--- config.mk ---
export PLATFORM = sky130hd
export DESIGN_NAME = rx_huge_page_cfg_decoder
export DESIGN_NICKNAME = d
export VERILOG_FILES = /design/src/rtl/rx_huge_page_cfg_decoder.sv
export SDC_FILE = /design/constraint.sdc
export NUM_CORES = 1
export LEC_CHECK = 0
export CELL_PAD_IN_SITES_DETAIL_PLACEMENT = 1
export CELL_PAD_IN_SITES_GLOBAL_PLACEMENT = 1
export CORE_AREA = 5 5 156 158
export DETAILED_ROUTE_END_ITERATION = 8
export DIE_AREA = 0 0 161 163
export HOLD_SLACK_MARGIN = 0.05
export PLACE_DENSITY_LB_ADDON = 0.2
export RECOVER_POWER = 50
export SETUP_SLACK_MARGIN = 0.3
export SYNTH_ARGS = -nofsm -noshare
export SYNTH_HDL_FRONTEND = slang
export SYNTH_SLANG_ARGS = --single-unit
--- constraint.sdc ---
create_clock -name trn_clk -period 6.47 [get_ports trn_clk]
set_input_delay 1.294 -clock trn_clk [delete_from_list [all_inputs] [get_ports trn_clk]]
set_output_delay 1.294 -clock trn_clk [all_outputs]
set_load 0.01 [all_outputs]
--- src/rtl/rx_huge_page_cfg_decoder.sv ---
// rx_huge_page_cfg_decoder
// Snoops the 64-bit TRN RX stream for host MWr32/MWr64 TLPs that hit BAR_NUM and
// decodes them into a per-page register file: a 64-bit host address plus an
// ownership bit per huge page. Writes are staged and only land on a clean EOF
// beat, so discontinued or malformed TLPs never disturb the register file.
// Optional feature macro: HP_WRITE_PROTECT_EN (drops address writes to pages
// currently owned by hardware and pulses wr_violation).
module rx_huge_page_cfg_decoder #(
  parameter int NUM_PAGES = 2,
  parameter int BAR_NUM   = 2
) (
  input  logic                     trn_clk,
  input  logic                     reset,
  input  logic [63:0]              trn_rd,
  input  logic [7:0]               trn_rrem_n,
  input  logic                     trn_rsof_n,
  input  logic                     trn_reof_n,
  input  logic                     trn_rsrc_rdy_n,
  input  logic                     trn_rsrc_dsc_n,
  input  logic [6:0]               trn_rbar_hit_n,
  input  logic                     trn_rdst_rdy_n,
  output logic [64*NUM_PAGES-1:0]  huge_page_addr,
  output logic [NUM_PAGES-1:0]     huge_page_to_hw,
  input  logic [NUM_PAGES-1:0]     huge_page_to_host,
  output logic                     wr_violation
);

  localparam int PG_W = (NUM_PAGES > 1) ? $clog2(NUM_PAGES) : 1;
  localparam logic [6:0] FMT_MWR32 = 7'b10_00000;
  localparam logic [6:0] FMT_MWR64 = 7'b11_00000;

  typedef enum logic [1:0] {S_IDLE, S_HDR2, S_DATA, S_DRAIN} state_t;

  // Payload DWs arrive big-endian on the wire; registers hold them byte-reversed.
  function automatic logic [31:0] bswap(input logic [31:0] d);
    return {d[7:0], d[15:8], d[23:16], d[31:24]};
  endfunction

  logic beat, sof, eof, dsc;
  assign beat = ~trn_rsrc_rdy_n & ~trn_rdst_rdy_n;
  assign sof  = ~trn_rsof_n;
  assign eof  = ~trn_reof_n;
  assign dsc  = ~trn_rsrc_dsc_n;

  // First header beat qualification
  logic [6:0] hdr_fmt;
  logic [9:0] hdr_len;
  logic       hdr_ok;
  assign hdr_fmt = trn_rd[62:56];
  assign hdr_len = trn_rd[41:32];
  assign hdr_ok  = ((hdr_fmt == FMT_MWR32) || (hdr_fmt == FMT_MWR64)) &&
                   !trn_rbar_hit_n[BAR_NUM] &&
                   ((hdr_len == 10'd1) || (hdr_len == 10'd2));

  // Staging registers
  state_t      state_q;
  logic        is64_q;
  logic        len2_q;
  logic [31:0] addr_q;
  logic [31:0] dw0_q;

  // TLP tracking FSM; staging captures the address and first DW along the way
  always_ff @(posedge trn_clk or posedge reset) begin
    if (reset) begin
      state_q <= S_IDLE;
      is64_q  <= 1'b0;
      len2_q  <= 1'b0;
      addr_q  <= 32'd0;
      dw0_q   <= 32'd0;
    end else if (beat) begin
      case (state_q)
        S_IDLE: begin
          if (sof) begin
            if (dsc) begin
              state_q <= S_IDLE;
            end else if (hdr_ok) begin
              is64_q  <= hdr_fmt[5];
              len2_q  <= (hdr_len == 10'd2);
              // A one-beat TLP cannot carry a full header; drop it.
              state_q <= eof ? S_IDLE : S_HDR2;
            end else begin
              state_q <= eof ? S_IDLE : S_DRAIN;
            end
          end
        end
        S_HDR2: begin
          if (dsc) begin
            state_q <= S_IDLE;
          end else if (!is64_q && !len2_q) begin
            // MWr32 len1 completes here; any further beat is a malformed tail.
            state_q <= eof ? S_IDLE : S_DRAIN;
          end else begin
            addr_q  <= is64_q ? trn_rd[31:0] : trn_rd[63:32];
            dw0_q   <= trn_rd[31:0];
            state_q <= eof ? S_IDLE : S_DATA;
          end
        end
        S_DATA: begin
          state_q <= (dsc || eof) ? S_IDLE : S_DRAIN;
        end
        S_DRAIN: begin
          if (dsc || eof) state_q <= S_IDLE;
        end
        default: state_q <= S_IDLE;
      endcase
    end
  end

  // Commit decode: the final beat may itself carry the address and/or payload
  logic        commit_go;
  logic [31:0] c_addr;
  logic [31:0] c_dw0;
  logic [31:0] c_dw1;

  // Assemble the write from staging plus the current EOF beat
  always_comb begin
    commit_go = 1'b0;
    c_addr    = addr_q;
    c_dw0     = dw0_q;
    c_dw1     = 32'd0;
    if (beat && eof && !dsc) begin
      case (state_q)
        S_HDR2: begin
          if (!is64_q && !len2_q) begin
            commit_go = 1'b1;
            c_addr    = trn_rd[63:32];
            c_dw0     = trn_rd[31:0];
          end
        end
        S_DATA: begin
          commit_go = 1'b1;
          if (is64_q) begin
            c_dw0 = trn_rd[63:32];
            c_dw1 = trn_rd[31:0];
          end else begin
            c_dw1 = trn_rd[63:32];
          end
        end
        default: ;
      endcase
    end
  end

  logic [PG_W-1:0] c_page;
  logic            c_page_ok;
  logic [1:0]      c_reg0;
  logic [1:0]      c_reg1;
  logic            dw0_v;
  logic            dw1_v;

  assign c_page = c_addr[4 +: PG_W];
  // Power-of-two page count: every index is valid unless a single page uses a 1-bit index.
  assign c_page_ok = (NUM_PAGES == (1 << PG_W)) || (c_page == '0);
  assign c_reg0 = c_addr[3:2];
  assign c_reg1 = c_reg0 + 2'd1;
  assign dw0_v  = commit_go && c_page_ok;
  // Second DW goes to the next register; no wrap past the reserved slot.
  assign dw1_v  = dw0_v && len2_q && (c_reg0 != 2'd3);

  logic [NUM_PAGES-1:0] viol_pg;

  for (genvar gi = 0; gi < NUM_PAGES; gi++) begin : g_page
    logic [31:0] lo_q, lo_d;
    logic [31:0] hi_q, hi_d;
    logic        hw_q, hw_d;
    logic        sel, prot, lo_we, hi_we0, hi_we1, db_set;

    assign sel = (c_page == PG_W'(gi));
`ifdef HP_WRITE_PROTECT_EN
    assign prot = hw_q;
`else
    assign prot = 1'b0;
`endif
    assign lo_we  = dw0_v && sel && (c_reg0 == 2'd0) && !prot;
    assign hi_we0 = dw0_v && sel && (c_reg0 == 2'd1) && !prot;
    assign hi_we1 = dw1_v && sel && (c_reg1 == 2'd1) && !prot;
    assign db_set = sel && ((dw0_v && (c_reg0 == 2'd2)) || (dw1_v && (c_reg1 == 2'd2)));
    assign viol_pg[gi] = prot && sel &&
                         ((dw0_v && (c_reg0 < 2'd2)) || (dw1_v && (c_reg1 < 2'd2)));

    // Next-state for this page; a doorbell beats a same-cycle return
    always_comb begin
      lo_d = lo_q;
      hi_d = hi_q;
      hw_d = hw_q;
      if (lo_we) lo_d = bswap(c_dw0);
      if (hi_we0) hi_d = bswap(c_dw0);
      else if (hi_we1) hi_d = bswap(c_dw1);
      if (db_set) hw_d = 1'b1;
      else if (huge_page_to_host[gi]) hw_d = 1'b0;
    end

    // Page register file state
    always_ff @(posedge trn_clk or posedge reset) begin
      if (reset) begin
        lo_q <= 32'd0;
        hi_q <= 32'd0;
        hw_q <= 1'b0;
      end else begin
        lo_q <= lo_d;
        hi_q <= hi_d;
        hw_q <= hw_d;
      end
    end

    assign huge_page_addr[64*gi +: 64] = {hi_q, lo_q};
    assign huge_page_to_hw[gi]         = hw_q;
  end

`ifdef HP_WRITE_PROTECT_EN
  logic wr_violation_q, wr_violation_d;
  assign wr_violation_d = |viol_pg;

  // One-cycle pulse when any DW of a commit was dropped
  always_ff @(posedge trn_clk or posedge reset) begin
    if (reset) wr_violation_q <= 1'b0;
    else       wr_violation_q <= wr_violation_d;
  end
  assign wr_violation = wr_violation_q;
`else
  logic unused_viol;
  assign unused_viol  = |viol_pg;
  assign wr_violation = 1'b0;
`endif

  // Inputs and address bits that carry no meaning for this decoder
  logic unused_ok;
  assign unused_ok = ^{trn_rd, trn_rrem_n, trn_rbar_hit_n, c_addr};

endmodule

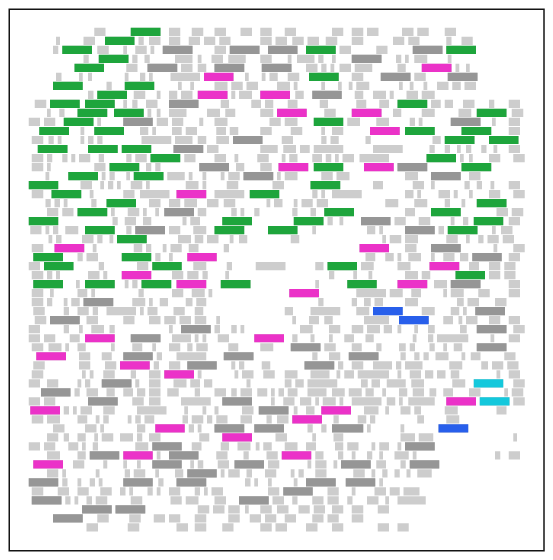
Figure 1: run 1, where the registers sit.
Other sequential cells in the stronger grey, the rest of the logic in the fainter grey.
[green] g_page.lo_q | flops: 64
[blue] addr_q | flops: 3
[cyan] g_page.hw_q | flops: 2
[magenta] dw0_q | flops: 32 | where: all over the die
register share of the cell area: 37.14%
register area: 4230 µm²
power in sequential cells: 1320 µW

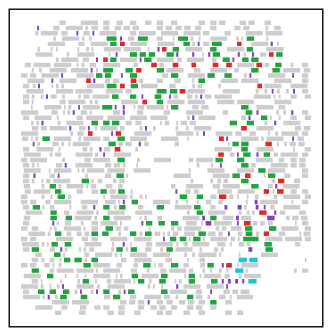
Figure 2: run 1, gate families picked out.
[purple] nand cells | cells: 94 | where: all over the die
[cyan] fa/ha/maj cells | cells: 4 | where: bottom right
[red] non-inverting ao/oa cells | cells: 34
[green] mux cells | cells: 144 | where: all over the die

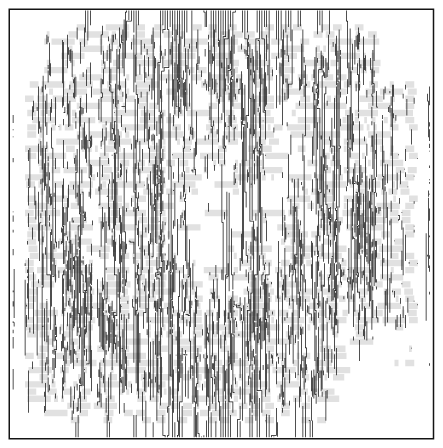
Figure 3: run 1, met2 routing.
longest straight run: 71.1 µm
share of all routed wire: 48%
nets with wire on the layer: 968

[run 1: worst min-delay path: cells and delay by family (launching register included)]
family / cells / cell delay [ns]
AND-OR/OR-AND: 1 / 0.06
AND/OR/NAND/NOR: 1 / 0.04
flip-flops: 1 / 0.34
[run 1: worst min path at each step]
stage / start / end / slack, ns
final: g_page[0].lo_q[22] / g_page[0].lo_q[22] / 0.48
after global routing: g_page[0].lo_q[20] / g_page[0].lo_q[20] / 0.50
after CTS: g_page[0].lo_q[22] / g_page[0].lo_q[22] / 0.49
after detailed placement: g_page[0].lo_q[22] / g_page[0].lo_q[22] / 0.47
after global placement: g_page[0].lo_q[3] / g_page[0].lo_q[3] / 0.46
after floorplan: dw0_q[17] / dw0_q[17] / 0.48
[run 1: metal layers]
metal	track usage, %	vias to the layer above
li1	-	3273
met1	28.71	3563
met2	37.07	185
met3	6.884	49
met4	7.251	8
met5	0	-
[run 1: layout make-up]
class,instances,share of cell area [%]
inverters,22,0.7360
clock buffers,17,3.735
flip-flops and latches,169,37.14
well taps,290,3.186
repair buffers,221,18.99
multi-input cells,570,34.85
clock inverters,15,1.362
[run 1: sequential cells by signal (all words and copies together) (netlist names)]
signal       flops
g_page.hi_q     64
addr_q           3
dw0_q           32
is64_q           1
len2_q           1
g_page.lo_q     64
g_page.hw_q      2
state_q          2
[run 1: logic make-up after synthesis]
| logic type | synth area share [%] |
|---|---|
| simple gates | 10.38 |
| buf+inv | 4.613 |
| flops | 49.50 |
| mux | 18.32 |
| other cells | 0.04389 |
| fa+ha+maj | 0.5858 |
| xor+xnor | 0.1025 |
| compound gates | 16.45 |
[run 1: power breakdown]
group          switching, µW  internal, µW  total (µW)
combinational            394           336         730
sequential               106          1220        1320
clock                    503           515        1020
==> summary.rpt, run 1 <==
==== FLOW RESULTS ====
----------------------------------------------------
[Run status]
  Result of the run ........................ finished with violations
  Violated checks ........................ capacitance limit, slew limit

[Worst setup path]
  Crit path launch ........................ is64_q
  Reg2reg end ........................ g_page[1].hi_q[3]
  Worst EP required ........................ a little under 7 ns
  Total number of cells along the worst setup path ........................ 8
  Flop-to-flop setup slack ........................ about 1.7 ns
  WP data arrival ........................ 5.07 ns
  Max incr delay on CP ........................ about 1.9 ns
  Kind of start point of the critical path ........................ flip-flop
  Crit Reg-Reg Startpoint ........................ is64_q
  Top delay family on crit path ........................ buffers and inverters
  Path type of the worst setup path ........................ reg2reg
  CP endpoint kind ........................ flip-flop
  Number of cell instances on the worst register-to-register path ........................ 8
  Worst-path maximum fanout ........................ about 40
  Critical path capture point ........................ g_page[1].hi_q[3]
  Cell-by-cell listing of the critical path ........................ clkbuf_1 > nor3b_2 > buf_4 > a21oi_1 > o211a_2 > buf_4 > nand2_1 > o21a_1
  CP max stage cell ........................ sky130_fd_sc_hd__clkbuf_1
  Buf+Inv Stages, Crit Path ........................ 3
  Cell seen most often among critical-path stages ........................ sky130_fd_sc_hd__buf_4

[Floorplan]
  Floorplan row count ........................ between 50 and 60
  Core ar. ........................ ~23000 µm²
  Starting density of the core ........................ approximately 37%
  IO Count ........................ 219
  Chip footprint ........................ around 26000 µm²
  Width of the die ........................ 161 µm
  Die H ........................ between 150 and 200 µm

[STA]
  Slew @ Worst Pin ........................ about 3.8 ns
  Hold slack ........................ 0.4793 ns
  Timing-limited maximum frequency ........................ between 200 and 250 MHz
  Final Cycle Share ........................ between 70% and 80%
  Max transition margin ........................ -157.6%
  Time the worst path needs with I/O delays and setup ........................ around 4.8 ns
  Final count of hold timing violations ........................ 0
  Clk_skew ........................ between 0.01 and 0.015 ns
  RSZ-0062 raised after global routing ........................ no
  Number of slew-limit violations in the final report ........................ between 100 and 150
  Setup violation total in the final timing report ........................ 0
  Final sum of negative setup slack ........................ 0 ns
  Final setup slack of the worst path ........................ about 1.7 ns

[Cells and area]
  Number of standard cells in the final layout excluding fillers ........................ about 1300
  Final net count ........................ 1093
  Area of the multi-input gates ........................ slightly below 4000 µm²
  Fraction of final layout cells sized beyond drive strength 1 ........................ 12.82%
  Post-route cell area ........................ 11390 µm²
  Antenna Diode Count ........................ 0
  Final core occ ........................ 49.56%
  Area Growth Syn to Fin ........................ 33.32%
  Commonest Layout Cell ........................ sky130_fd_sc_hd__dfrtp_1
  Number of fill cells ........................ roughly 2500
  Top logic cells by instance count in the layout ........................ 168 x sky130_fd_sc_hd__dfrtp_1, 131 x sky130_fd_sc_hd__dlygate4sd3_1, 91 x sky130_fd_sc_hd__nor2_1

[Global route]
  Vias in the first global route ........................ approximately 7600
  Largest net degree at the start of global routing ........................ 81
  Overflow after GRT ........................ 0
  Total routing resource utilization after global routing ........................ between 20% and 30%
  First-pass GRT wire length ........................ around 46 mm
  Antenna violations before repair ........................ 4

[Routing]
  Wire length on met3 ........................ 1.979 mm
  Via density per instance ........................ ~5.4
  Detailed-routed wire length on met2 ........................ between 10 and 15 mm
  Final antenna-violating net count ........................ 0
  Sum of routed wire length over all layers ........................ 29.54 mm
  Iteration tally of the first detailed-router pass ........................ 4
  Via Count ........................ 7078
  Remaining DRCs ........................ 0
  Met1 wire length ........................ between 10 and 15 mm
  Average wire per cell in the routed design ........................ between 20 and 25 µm
  DRT iter0 DRCs ........................ between 300 and 400
  Uppermost layer routed ........................ met5

[Clock tree]
  TritonCTS clock tree ........................ yes
  Sinks on the clock net ........................ approximately 170
  Hold_buf cts ........................ 0
  Buffer count from post-CTS setup fixing ........................ 0
  Number of buffers created by CTS ........................ 17
  Clock edge transition at the registers on the reported setup and hold paths ........................ approximately 0.07 ns
  Clock root buffer ........................ sky130_fd_sc_hd__clkbuf_16
  Clock latency on the worst-skew pair ........................ around 0.44 ns
  Post-cts repair resize count ........................ 0
  H-tree lvl count ........................ 4
  CTS max path bufs ........................ 2

[Placement]
  Post-DP HPWL ........................ about 21 mm
  Setup slack at placement ........................ about 1.8 ns
  Routability Congestion ........................ between 0.8 and 0.9
  Area post-placement ........................ roughly 11000 µm²
  Placed insts ........................ 1272
  Tally of buffers added on design ports ........................ slightly above 200

[Synthesis]
  Yosys stat area ........................ 8543 µm²
  Cells in synth_stat.txt ........................ ~800
  Cell types with the largest area share after synthesis ........................ sky130_fd_sc_hd__dfrtp_1 50%, sky130_fd_sc_hd__mux2i_1 9.1%, sky130_fd_sc_hd__mux2_2 7.5%, sky130_fd_sc_hd__nor2_1 4.0%, sky130_fd_sc_hd__a21oi_1 4.0%
  Syn Inst Count ........................ 823
  Synthesized net count ........................ 915
  Leading post-synthesis cells by instance count ........................ 169 x sky130_fd_sc_hd__dfrtp_1, 91 x sky130_fd_sc_hd__nor2_1, 83 x sky130_fd_sc_hd__nand2_1
  Dominant cell area share ........................ a little under 50%
  Number of library cell types mapped by synthesis ........................ 53
  Share of synthesized registers carrying an async set or reset ........................ 100.0%
  Post-Syn Area per Cell ........................ between 10 and 15 µm²
  Tally of yosys warning messages ........................ 0
  Part of the Yosys area used for sequential elements ........................ between 40 and 50%
  Cell type with the largest total area ........................ sky130_fd_sc_hd__dfrtp_1
  Leading cell type by number of instances after synthesis ........................ sky130_fd_sc_hd__dfrtp_1
  Number of enable flip-flop cells ........................ 0
  Post-synth regs ........................ about 170
  Top FF cell, synth ........................ sky130_fd_sc_hd__dfrtp_1
  Post-synth design cell area ........................ 8543 µm²

[Worst hold path]
  Worst hold path depth ........................ 2
  Hold Path Class ........................ reg2reg

[Pwr]
  Cell Pwr Density ........................ between 200 and 300 nW/µm²
  Peak VDD IR ........................ approximately 160 µV
  Power, Total ........................ 3071 µW
  Leakage dissipation ........................ about 0.005 µW

[Job]
  Tally of OpenROAD warnings ........................ about 43
  Max_cap viols ........................ 3

----------------------------------------------------
Figure 4. The metal 3 layer (run 1).
The bar under the picture is 50 µm long.
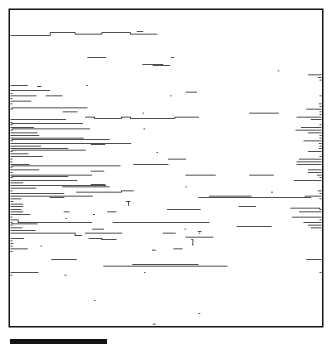

==> run 2: changes to the inputs <==
==> constraint.sdc (replaced) <==
create_clock -name trn_clk -period 4.8 [get_ports trn_clk]
set_input_delay 0.96 -clock trn_clk [delete_from_list [all_inputs] [get_ports trn_clk]]
set_output_delay 0.96 -clock trn_clk [all_outputs]
set_load 0.01 [all_outputs]
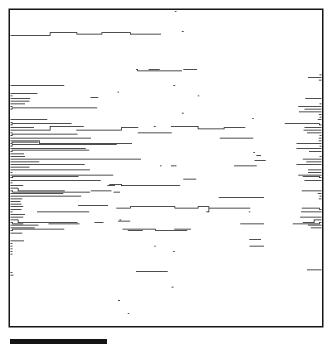
Figure 5: run 2, the metal 3 layer.
The bar under the picture is 50 µm long.
main direction: horizontal
nets with wire on the layer: 128
sum of routed wire length over all layers: 29.51 mm
global routing usage on met3: 7.365%
Via Count: 7100

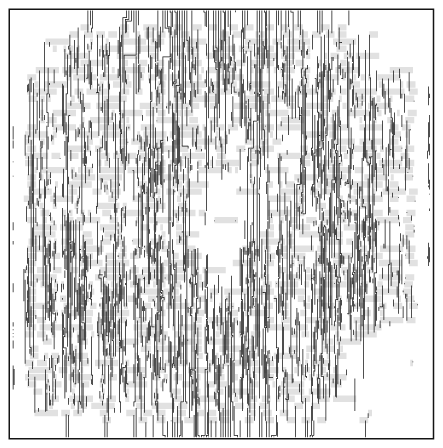
Figure 6: run 2, met2 routing.
wire length on this layer: 14300 µm
longest straight run: 104 µm
main direction: vertical

==> summary.rpt, run 2 <==
==== FLOW RESULTS ====
----------------------------------------------------
[Worst setup path]
  Flop-to-flop setup slack ........................ 1.86 ns (+0.14 ns)
  Worst-path maximum fanout ........................ 24 (-40%)
  Path type of the worst setup path ........................ in2reg
  Kind of start point of the critical path ........................ primary input
  Buf+Inv Stages, Crit Path ........................ 1 (-2)
  Crit path launch ........................ trn_reof_n
  Top delay family on crit path ........................ simple AND/OR/NAND/NOR gates
  Reg2reg end ........................ g_page[1].hi_q[28]
  Total number of cells along the worst setup path ........................ 6 (-2)
  Number of cell instances on the worst register-to-register path ........................ 7 (-1)
  WP data arrival ........................ 3.78 ns (-1.29 ns)
  CP max stage cell ........................ sky130_fd_sc_hd__o211a_2

[Pwr]
  Group drawing the most power ........................ sequential cells
  Power in sequential cells ........................ 1790 µW (+36%)
  Peak VDD IR ........................ 215.6 µV (+31%)
  Switching power share of the total ........................ 32.32% (-0.34 points)
  P_sw ........................ 1369 µW (+36%)
  Combinational group power ........................ 996 µW (+36%)
  Combinational group share of total power ........................ 23.5% (-0.3 points)
  Power, Total ........................ 4234 µW (+38%)
  Clock share of power ........................ 34.3% (+1.2 points)

[STA]
  Timing-limited maximum frequency ........................ 288.8 MHz
  Clk_skew ........................ 0.01448 ns (+0.001017 ns)
  Number of slew-limit violations in the final report ........................ 37 (-72%)
  Final sum of negative setup slack ........................ 0 ns (unchanged)
  Slew @ Worst Pin ........................ 2.010 ns (-1.833 ns)
  Final Cycle Share ........................ 72.13%
  Setup violation total in the final timing report ........................ 0 (unchanged)
  Final setup slack of the worst path ........................ 1.338 ns (-0.3817 ns)

[Floorplan]
  Width of the die ........................ 161 µm (unchanged)
  Core ar. ........................ 22980 µm² (unchanged)
  Die H ........................ 163 µm (unchanged)
  Chip footprint ........................ 26240 µm² (unchanged)
  IO Count ........................ 219 (unchanged)
  Floorplan row count ........................ 56 (unchanged)

[Global route]
  First-pass GRT wire length ........................ 45.73 mm (+0.24%)
  Vias in the first global route ........................ 7680 (+1.6%)
  Largest net degree at the start of global routing ........................ 70 (-14%)
  Antenna violations before repair ........................ 2 (-2)
  Total routing resource utilization after global routing ........................ 22.63% (+0.057 points)
  Routing usage on met2 ........................ 37.16% (+0.096 points)
  Overflow after GRT ........................ 0 (unchanged)
  Global route hottest layer ........................ met2

[Cells and area]
  Number of fill cells ........................ 2531 (+0.64%)
  Registers with the most flip-flops ........................ g_page.hi_q x64, g_page.lo_q x64, dw0_q x32
  Final core occ ........................ 50.13% (+0.57 points)
  Post-route cell area ........................ 11520 µm² (+1.2%)
  Area Growth Syn to Fin ........................ 34.86%
  Fraction of final layout cells sized beyond drive strength 1 ........................ 13.26% (+0.44 points)
  Top logic cells by instance count in the layout ........................ 168 x sky130_fd_sc_hd__dfrtp_1, 138 x sky130_fd_sc_hd__clkdlybuf4s50_1, 90 x sky130_fd_sc_hd__nor2_1
  Number of standard cells in the final layout excluding fillers ........................ 1309 (+0.38%)
  Final net count ........................ 1097 (+0.37%)
  Commonest Layout Cell ........................ sky130_fd_sc_hd__dfrtp_1

[Synthesis]
  Post-Syn Area per Cell ........................ 10.38 µm² (unchanged)
  Number of enable flip-flop cells ........................ 0 (unchanged)
  Cell types with the largest area share after synthesis ........................ sky130_fd_sc_hd__dfrtp_1 50%, sky130_fd_sc_hd__mux2i_1 9.1%, sky130_fd_sc_hd__mux2_2 7.5%, sky130_fd_sc_hd__nor2_1 4.0%, sky130_fd_sc_hd__a21oi_1 4.0%
  Part of the Yosys area used for sequential elements ........................ 49.50% (unchanged)
  Post-synth design cell area ........................ 8543 µm² (unchanged)
  Yosys stat area ........................ 8543 µm² (unchanged)
  Syn Inst Count ........................ 823 (unchanged)
  Cells in synth_stat.txt ........................ 823 (unchanged)
  Number of library cell types mapped by synthesis ........................ 53 (unchanged)
  Leading cell type by number of instances after synthesis ........................ sky130_fd_sc_hd__dfrtp_1
  Synthesized net count ........................ 915 (unchanged)
  Dominant cell area share ........................ 49.50% (unchanged)
  Post-synth regs ........................ 169 (unchanged)
  Tally of yosys warning messages ........................ 0 (unchanged)
  Cell type with the largest total area ........................ sky130_fd_sc_hd__dfrtp_1

[Clock tree]
  Buffer count from post-CTS setup fixing ........................ 0 (unchanged)
  CTS max path bufs ........................ 2 (unchanged)
  H-tree lvl count ........................ 4 (unchanged)
  Sinks on the clock net ........................ 169 (unchanged)
  Clock edge transition at the registers on the reported setup and hold paths ........................ 0.07 ns (about the same)
  Clock root buffer ........................ sky130_fd_sc_hd__clkbuf_16
  Post-cts repair resize count ........................ 0 (unchanged)
  Number of buffers created by CTS ........................ 17 (unchanged)

[Run status]
  Violated checks ........................ capacitance limit, slew limit
  Result of the run ........................ finished with violations

[Routing]
  DRT iter0 DRCs ........................ 309 (-17%)

[Worst hold path]
  Worst hold path startpoint ........................ g_page[0].lo_q[28]
  Hold Path Class ........................ reg2reg

[Placement]
  Post-DP HPWL ........................ 20.61 mm (+0.27%)
  Setup slack at placement ........................ 0.8893 ns (-0.9191 ns)
  Placed insts ........................ 1276 (+0.31%)

[Job]
  Max_cap viols ........................ 1 (-2)

----------------------------------------------------
[run 2: netlist changes by cell type in the layout (fill, tap and decap cells not counted), sizes merged]
cell and delta:
clkdlybuf4s50 +66, clkinv -2, dlygate4sd3 -66, bufinv +1, diode +1, inv +1, buf +4
[run 2: area by class of cell]
| type | instances | area (µm²) | area share (%) |
|---|---|---|---|
| Antenna cell | 1 | 2.502 | 0.02172 |
| Timing Repair Buffer | 225 | 2243 | 19.47 |
| Multi-Input combinational cell | 570 | 3976 | 34.51 |
| Tap cell | 290 | 362.8 | 3.149 |
| Clock inverter | 15 | 196.4 | 1.705 |
| Sequential cell | 169 | 4230 | 36.72 |
| Clock buffer | 17 | 425.4 | 3.692 |
| Inverter | 22 | 83.83 | 0.7276 |
[run 2: cell families after synthesis]
| kind of cell | count (synthesis) | share of synthesized area, % |
|---|---|---|
| buffers and inverters | 84 | 4.613 |
| AND/OR/NAND/NOR | 204 | 10.38 |
| other | 1 | 0.04389 |
| XOR/XNOR | 1 | 0.1025 |
| multiplexers | 144 | 18.32 |
| AND-OR/OR-AND | 216 | 16.45 |
| flip-flops | 169 | 49.50 |
| adder cells (fa/ha/maj) | 4 | 0.5858 |
[run 2: worst min-delay path by stage]
stage | to | cells after the start
global placement | g_page[0].lo_q[3] | 2
detailed placement | g_page[0].lo_q[3] | 2
CTS | g_page[0].lo_q[3] | 2
finish | g_page[0].lo_q[28] | 2
floorplan | dw0_q[17] | 1
global route | g_page[0].lo_q[28] | 2
[run 2: routing by layer]
| layer | vias to the layer above | wire [µm] | part of all wire, % |
|---|---|---|---|
| li1 | 3287 | - | - |
| met1 | 3600 | 12640 | 43 |
| met2 | 178 | 14340 | 49 |
| met3 | 33 | 1990 | 6.7 |
| met4 | 2 | 528 | 1.8 |
| met5 | - | 13 | 0.044 |
Power figures rest on the tool's default switching activity, not on a simulated workload.
